<file path="config.mk">
export PLATFORM = sky130hd
export DESIGN_NAME = mul_16_seq
export DESIGN_NICKNAME = d
export VERILOG_FILES = /design/src/rtl/mul_16_seq_pkg.sv /design/src/rtl/mul_16_seq_add_16.sv /design/src/rtl/mul_16_seq.sv
export SDC_FILE = /design/constraint.sdc
export NUM_CORES = 1
export LEC_CHECK = 0
export CORE_ASPECT_RATIO = 0.5
export CORE_UTILIZATION = 56
export CTS_CLUSTER_DIAMETER = 40
export DETAILED_ROUTE_END_ITERATION = 8
export PLACE_DENSITY = 0.81
export SYNTH_ARGS = -nofsm -noshare
export SYNTH_HDL_FRONTEND = slang
export SYNTH_SLANG_ARGS = --single-unit
</file>
<file path="constraint.sdc">
create_clock -name clk -period 2.96 [get_ports clk]
set_input_delay 0.296 -clock clk [delete_from_list [all_inputs] [get_ports clk]]
set_output_delay 0.296 -clock clk [all_outputs]
set_load 0.02 [all_outputs]
</file>
<file path="src/rtl/mul_16_seq_pkg.sv">
`default_nettype none
// ============================================================================
//  Module      : mul_16_seq_pkg
//  Description : Shared state encoding and iteration constants for the
//                sequential 16-bit shift-and-add multiplier.
//  Revision    : 1.0
// ============================================================================
package mul_16_seq_pkg;

   // Controller states; encoding fixed so IDLE is the all-zero reset value
   typedef enum logic [1:0] {
      IDLE = 2'd0,
      RUN  = 2'd1,
      DONE = 2'd2
   } state_t;

   // One iteration per multiplier bit, no early exit
   localparam int         MUL_ITERS = 16;
   localparam logic [3:0] LAST_ITER = 4'(MUL_ITERS - 1);

endpackage
`default_nettype wire

</file>
<file path="src/rtl/mul_16_seq_add_16.sv">
`default_nettype none
// ============================================================================
//  Module      : mul_16_seq_add_16
//  Description : 16-bit adder shared by the multiplier datapath. The carry
//                out is dropped, so the result is modulo 2^16.
//  Revision    : 1.0
// ============================================================================
module mul_16_seq_add_16 (
   input  logic [15:0] a_i,
   input  logic [15:0] b_i,
   output logic [15:0] sum_o
);

   // Plain modulo-2^16 sum
   assign sum_o = a_i + b_i;

endmodule
`default_nettype wire

</file>
<file path="src/rtl/mul_16_seq.sv">
`default_nettype none
// ============================================================================
//  Module      : mul_16_seq
//  Description : Sequential 16x16 shift-and-add multiplier returning the low
//                16 bits of the product. One shared adder, 16 RUN cycles per
//                operation, start/ready handshake and a one-cycle done pulse.
//  Revision    : 1.0
// ============================================================================
module mul_16_seq
   import mul_16_seq_pkg::*;
(
   input  logic        clk,
   input  logic        reset,
   input  logic        start,
   input  logic [15:0] a,
   input  logic [15:0] b,
   output logic        ready,
   output logic        busy,
   output logic        done,
   output logic [15:0] out
);

   state_t      state_q;
   logic        ready_q;
   logic        busy_q;
   logic        done_q;
   logic [15:0] acc_q;
   logic [15:0] mcand_q;
   logic [15:0] mplier_q;
   logic [3:0]  cnt_q;
   logic [15:0] res_q;

   logic [15:0] sum_w;
   logic [15:0] acc_d;
   logic [15:0] mcand_d;
   logic [15:0] mplier_d;
   logic [3:0]  cnt_d;

   // The only adder in the design: partial sum plus shifted multiplicand
   mul_16_seq_add_16 u_add_16 (
      .a_i   (acc_q),
      .b_i   (mcand_q),
      .sum_o (sum_w)
   );

   // Next values for one RUN iteration; accumulate only when the current
   // multiplier bit is set
   always_comb begin
      acc_d    = mplier_q[0] ? sum_w : acc_q;
      mcand_d  = {mcand_q[14:0], 1'b0};
      mplier_d = {1'b0, mplier_q[15:1]};
      cnt_d    = cnt_q + 4'd1;
   end

   // Controller and datapath registers; status outputs are registered
   // alongside the state so exactly one of ready/busy/done is high
   always_ff @(posedge clk or posedge reset) begin
      if (reset) begin
         state_q  <= IDLE;
         ready_q  <= 1'b1;
         busy_q   <= 1'b0;
         done_q   <= 1'b0;
         acc_q    <= '0;
         mcand_q  <= '0;
         mplier_q <= '0;
         cnt_q    <= '0;
         res_q    <= '0;
      end else begin
         case (state_q)
            IDLE: begin
               if (start) begin
                  mcand_q  <= a;
                  mplier_q <= b;
                  acc_q    <= '0;
                  cnt_q    <= '0;
                  state_q  <= RUN;
                  ready_q  <= 1'b0;
                  busy_q   <= 1'b1;
               end
            end
            RUN: begin
               acc_q    <= acc_d;
               mcand_q  <= mcand_d;
               mplier_q <= mplier_d;
               cnt_q    <= cnt_d;
               if (cnt_q == LAST_ITER) begin
                  // Capture the sum including the final bit's add
                  res_q   <= acc_d;
                  state_q <= DONE;
                  busy_q  <= 1'b0;
                  done_q  <= 1'b1;
               end
            end
            DONE: begin
               state_q <= IDLE;
               done_q  <= 1'b0;
               ready_q <= 1'b1;
            end
            default: begin
               state_q <= IDLE;
               ready_q <= 1'b1;
               busy_q  <= 1'b0;
               done_q  <= 1'b0;
            end
         endcase
      end
   end

   assign ready = ready_q;
   assign busy  = busy_q;
   assign done  = done_q;
   assign out   = res_q;

endmodule
`default_nettype wire

</file>
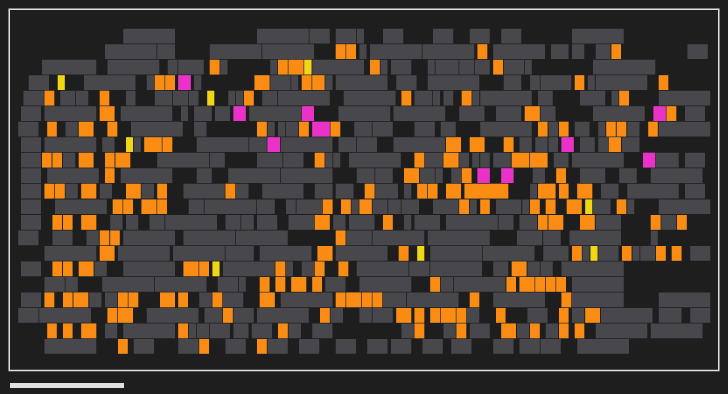
(run_1/gate_families.png)
Bar = 20 um.
| color | family | cells |
|---|---|---|
| orange | inverting AOI/OAI gates | 163 |
| yellow | inverters | 8 |
| magenta | AND and OR gates | 10 |

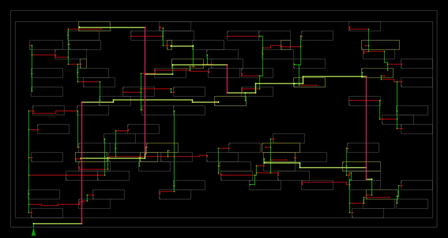
(run_1/final_clocks.png)
total CTS buffers: 9
clk sinks: 73
Setup Skew: 0.00682 ns
Clk power: 1250 uW
Late-Pin Clk Latency: 0.34 ns

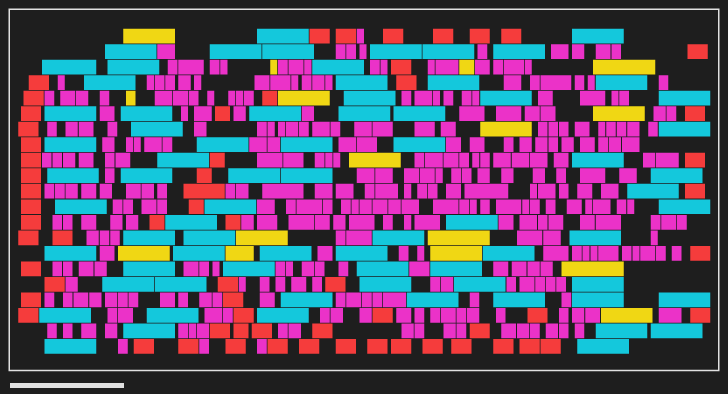
(run_1/cell_classes.png)
Bar = 20 um.
| color | class | cells | share of their area |
|---|---|---|---|
| magenta | all other logic | 343 | 44% |
| cyan | flops | 73 | 37% |
| red | other buffers and delay cells | 62 | 12% |
| yellow | clock drivers and dummy loads | 16 | 6.9% |

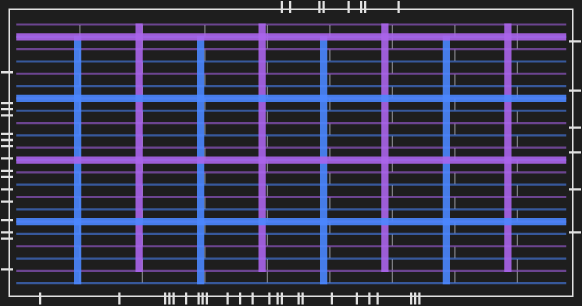
(run_1/pdn.png)
Pins as bars on the die edge. Tap cells in gray.
| color | net |
|---|---|
| purple | VDD |
| blue | VSS |
rows: 21
signal pins: 54
met5 straps: 4
met4 straps: 8
tap cells: 92

==> impl_metrics.csv, run 1 <==
group,metric,value,unit
run_status,status,"finished clean",
cts,clockRootBuffer,"clkbuf_16",
power_and_ir_drop,p_leak,0.00221,uW
grt,grt_antenna_before_repair,0,
grt,grt.met1_usage,39.9,%
power_and_ir_drop,p_int,3130,uW
route,drtPass1Iterations,5,
critical_path,startpoint,"mcand_q[0]",
route,routed.top_layer,"met4",
cts,postCtsSetupRepairBufs,0,
flow_run,warnings,26,
critical_path,endpoint_kind,"register",
yosys,synth.avg_cell_area,9.28,um^2
power_and_ir_drop,p_clk_share,24.9,%
yosys,common_cells,"72 x dfrtp_1, 63 x o21ai_0, 54 x a21oi_1, 35 x nor2b_1",
critical_path,critPathSlowestCell,"a311o_2",
cts,ctsResizeCount,0,
route,drt-vias-per-instance,6.01,
critical_path,path_buffers,0,
critical_path,cp-endpoint,"out[12]",
route,met2_length,4510,um
power_and_ir_drop,p_sw,1900,uW
yosys,yosys_warnings,0,
layout,antenna_cells,0,
sta,hold_viol,0,
yosys,synth-edff-count,0,
grt,track_usage,28.5,%
flow_run,maxCapViolCount,0,
cts,cts_tree,"yes",
grt,overflow,0,
sta,post-route-period-util,82.9,%
critical_path,timing.rr.end,"out[12]",
critical_path,reg2reg_from,"mcand_q[0]",
floorplan,core,0.00694,mm^2
layout,area_delta_synth_final,22.3,%
critical_path,cp_num_cells,8,
sta,fmax,0.408,GHz
critical_path,required,3.24,ns
yosys,ys_seq_share,43.8,%
yosys,syn-num-nets,502,
yosys,area_leaders,"dfrtp_1 43%, o21ai_0 7.6%, a21oi_1 6.5%",
placed_design,hpwl,6660,um
route,drt_wl_total,9850,um
floorplan,die_area,0.00782,mm^2
yosys,async_reset_ff_share,100,%
route,route.met3.wl,508,um
yosys,ys.flops,73,
layout,post-route-util,73.6,%
hold_path,min_path_type,"input port to async pin",
critical_path,cp.arrival,2.73,ns
yosys,yosys_cells,450,
sta,maxSlewViolCount,0,
yosys,yosysTopAreaCell,"dfrtp_1",
critical_path,path_cells,"ha_1 -> fa_1 -> a21o_2 -> a311o_2 -> a31oi_4 -> o21ai_2 -> mux2_4 -> nand2_2",
sta,setup_tns,0,ns
critical_path,cp_top_family,"AND-OR/OR-AND gates",
sta,fin_crit,2.45,ns
power_and_ir_drop,p_sw_share,37.7,%
power_and_ir_drop,combPwrFrac,41.2,%
power_and_ir_drop,p_comb,2070,uW
floorplan,pin_count,54,
route,met1Wirelength,4710,um
yosys,yosysTopAreaCellShare,43.2,%
sta,timing.slew.headroom,26.6,%
cts,clockBufferDepth,2,
grt,met2_usage,42.6,%
critical_path,reg2reg_depth,8,
sta,setup_viol,0,
grt,met3_usage,8.39,%
critical_path,critPathLaunchType,"register",
power_and_ir_drop,peakVddDrop,0.554,mV
route,drc,0,
grt,grt_busiest_layer,"met2",
critical_path,r2r_setup_slack,0.51,ns
power_and_ir_drop,pwr-share-seq,33.9,%
grt,grt_pass1_wl,16900,um
yosys,yosys_area,0.00417,mm^2
cts,holdBufCountCts,0,
floorplan,die_y,63.0,um
power_and_ir_drop,powerSeq,1710,uW
route,dr_total_vias,3520,
sta,worst_slew_pin_slew,1.10,ns
layout,drive_gt1_share,8.50,%
critical_path,worstSetupPathType,"register to register",
critical_path,cp_max_fo,4,
placed_design,gp_congestion,0.901,
route,drt_iter0_markers,309,
yosys,flop_cell,"dfrtp_1",
run 1: through the flow:
step | instances | cell area, um^2 | setup slack (ns) | total power [uW] | hold slack [ns]
after floorplan | 450 | 4170 | 0.648 | 3120 | 0.463
after global placement | 570 | 4760 | 0.572 | 3700 | 0.464
after detailed placement | 570 | 4760 | 0.540 | 3760 | 0.474
after CTS | 586 | 5110 | 0.504 | 5040 | 0.436
after global routing | 586 | 5110 | 0.408 | 5400 | 0.506
final | 586 | 5110 | 0.508 | 5030 | 0.419
run 1: cells in the final DEF, fill, tap and decap left out, types with 4 or more instances in the layout:
cell / count
a21o_1: 8
a21oi_1: 54
a22o_1: 8
a22oi_1: 30
buf_4: 8
clkbuf_16: 9
clkdlybuf4s50_1: 53
dfrtp_1: 72
ha_1: 16
inv_1: 7
mux2i_1: 8
nand2_1: 30
nand2b_1: 4
nand3_1: 9
nor2_1: 8
nor2b_1: 33
nor3b_1: 4
o21ai_0: 63
xnor2_1: 8
xor2_1: 4
run 1: area by class of cell:
class | instances | area, um^2
fillers | 532 | 1830
well taps | 92 | 115
inverters | 8 | 30.0
clock inverters | 5 | 103
clock buffers | 11 | 243
flip-flops and latches | 73 | 1830
multi-input cells | 335 | 2180
repair buffers | 62 | 611
run 1: state kept, by name, summed over array words and instances, names as in the netlist:
name and cells:
acc_q 16, mcand_q 16, mplier_q 16, out 16
cnt_q 4, state_q 2, busy 1, done 1
ready 1
run 1: cells by family after synthesis:
kind of cell               count (synthesis)  share of synthesized area [%]
and+or+nand+nor                          108                           13.8
xor gates and xnor gates                  12                           2.52
DFF                                       73                           43.8
muxes                                     12                           3.09
buffers and inverters                     42                           4.17
adders and majority gates                 17                           5.28
AOI/OAI and AO/OA                        186                           27.3
==> run 1 -> run 2 <==
- clock period: 2.96 -> 2.3 ns (I/O delays scaled with it)
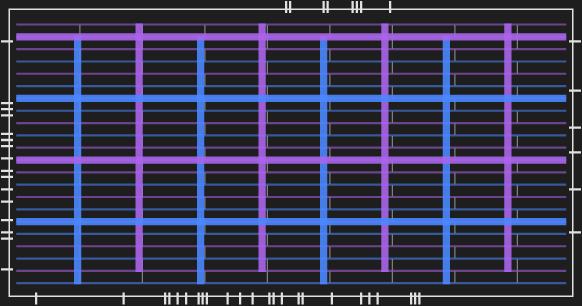
(run_2/pdn.png)
Pins as bars on the die edge. Tap cells in gray.
| color | net |
|---|---|
| purple | VDD |
| blue | VSS |
signal pins: 54
rows: 21
met4 straps: 8
tap cells: 92
met1 rails: 22

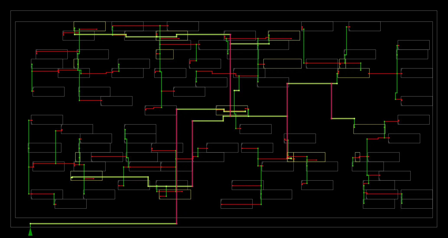
(run_2/final_clocks.png)
Clk power: 1380 uW
num sequential: 73

==> run 2 against run 1 <==
Effect of this change:
- area after synthesis unchanged
- sequential power up 27%
- combinational power up 45%
- critical path depth is the same
- highest routed layer unchanged
==> impl_metrics.csv, run 2 <==
group,metric,value,unit
placed_design,gp_congestion,0.912,
yosys,synth-edff-count,0,
yosys,ys_seq_share,43.8,%
yosys,xor_share,2.52,%
layout,num-fill-cells,503,
sta,fmax,0.439,GHz
placed_design,dp.cells,587,
grt,met3_usage,8.39,%
yosys,synth.avg_cell_area,9.28,um^2
cts,ctsResizeCount,2,
route,met2_length,4780,um
critical_path,reg2reg_from,"acc_q[0]",
run_status,status,"finished clean",
route,drt_iter0_markers,263,
grt,grt_antenna_before_repair,0,
yosys,aoi_share,27.3,%
route,drt-vias-per-instance,6.00,
critical_path,path_cells,"ha_2 -> fa_2 -> a21o_4 -> a311o_2 -> a31oi_4 -> o21ai_2 -> mux2_4 -> nand2_2",
yosys,common_cells,"72 x dfrtp_1, 63 x o21ai_0, 54 x a21oi_1, 35 x nor2b_1",
hold_path,min_path_type,"input port to async pin",
sta,rsz0062_at_grt,"true",
sta,fin_worst_skew,0.00458,ns
critical_path,cp_max_fo,4,
layout,lay_top_cells,"72 x dfrtp_1, 61 x o21ai_0, 53 x clkdlybuf4s50_1",
placed_design,pre_cts_ws,-0.0227,ns
grt,grt_busiest_layer,"met2",
cts,cts_buffers,9,
critical_path,critPathLaunchType,"register",
power_and_ir_drop,peakVddDrop,0.596,mV
route,met1Wirelength,4870,um
layout,area_delta_synth_final,26.1,%
sta,post-route-period-util,99.0,%
yosys,yosys_area,0.00417,mm^2
route,dr_total_vias,3626,
route,drtPass1Iterations,4,
sta,timing.slew.headroom,65.8,%
critical_path,path_buffers,0,
layout,antenna_cells,0,
critical_path,timing.rr.end,"out[12]",
cts,cts_tree,"yes",
yosys,yosysTopAreaCellShare,43.2,%
sta,setup_tns,0,ns
sta,worst_slew_pin_slew,0.512,ns
yosys,yosys_cells,450,
critical_path,r2r_setup_slack,0.02,ns
flow_run,warnings,28,
route,drc,0,
critical_path,worstSetupPathType,"register to register",
sta,setup_slack,0.0231,ns
cts,clockBufferDepth,2,
yosys,yosys_warnings,0,
power_and_ir_drop,p_leak,0.00227,uW
cts,clock_sinks,73,
flow_run,maxCapViolCount,0,
yosys,async_reset_ff_share,100,%
critical_path,critPathSlowestCell,"dfrtp_1",
cts,holdBufCountCts,0,
sta,maxSlewViolCount,0,
sta,setup_viol,0,
placed_design,hpwl,6910,um
yosys,ys_sh_adder,5.28,%
grt,overflow,0,
grt,grt_pass1_wl,17400,um
grt,track_usage,29.3,%
critical_path,reg2reg_depth,8,
cts,clk_latency,0.34,ns
yosys,yosysTopAreaCell,"dfrtp_1",
floorplan,die_area,0.00782,mm^2
route,drt_wl_total,10300,um
floorplan,core,0.00694,mm^2
sta,hold_viol,0,
critical_path,required,2.58,ns
yosys,ys_sh_simple,13.8,%
yosys,syn-num-nets,502,
critical_path,endpoint_kind,"register",
yosys,flop_cell,"dfrtp_1",
critical_path,cp_top_family,"AND-OR/OR-AND gates",
critical_path,cp.arrival,2.56,ns
route,routed.top_layer,"met4",
grt,met2_usage,45.0,%
[run 2: cell count changes in the layout (fill, tap and decap cells not counted), sizes merged]
| cell | previous run | this run |
|---|---|---|
| buf | 9 | 27 |
| bufinv | 3 | 1 |
| clkbuf | 11 | 13 |
| clkinv | 1 | 2 |
| clkinvlp | 1 | 0 |
[run 2: where the power goes]
| group | total, uW | leakage (uW) | internal (uW) | switching [uW] |
|---|---|---|---|---|
| Clock | 1380 | 0.000144 | 866 | 515 |
| Sequential | 2170 | 0.000960 | 1760 | 406 |
| Combinational | 3010 | 0.00116 | 1390 | 1610 |
| Total | 6550 | 0.00227 | 4020 | 2530 |
[run 2: through the flow]
step	cell area (um^2)	hold WS (ns)	util (%)
final	5260	0.285	75.9
after global routing	5260	0.365	75.9
after CTS	5200	0.302	74.9
after detailed placement	4900	0.476	70.7
after global placement	4900	0.464	70.7
after floorplan	4170	0.423	-
[run 2: cells by family after synthesis]
kind of cell / count (synthesis)
and+or+nand+nor: 108
xor gates and xnor gates: 12
DFF: 73
AOI/OAI and AO/OA: 186
muxes: 12
buffers and inverters: 42
adders and majority gates: 17
[run 2: worst max path at each step]
stage	startpoint	endpoint	cells past startpoint
2_1_floorplan	acc_q[0]	out[12]	8
3_3_place_gp	acc_q[0]	out[12]	8
3_5_place_dp	acc_q[0]	out[12]	8
4_1_cts	acc_q[0]	out[12]	8
5_1_grt	acc_q[0]	out[12]	8
6_report	acc_q[0]	out[12]	8
[run 2: area by class of cell]
class	count	area (um^2)	area share, %
Inverter	8	30.0	0.570
Clock inverter	3	40.0	0.761
Tap cell	92	115	2.19
Timing Repair Buffer	80	758	14.4
Clock buffer	13	250	4.75
Multi-Input combinational cell	335	2240	42.6
Sequential cell	73	1830	34.7
Power is estimated from default activity; no workload was simulated.
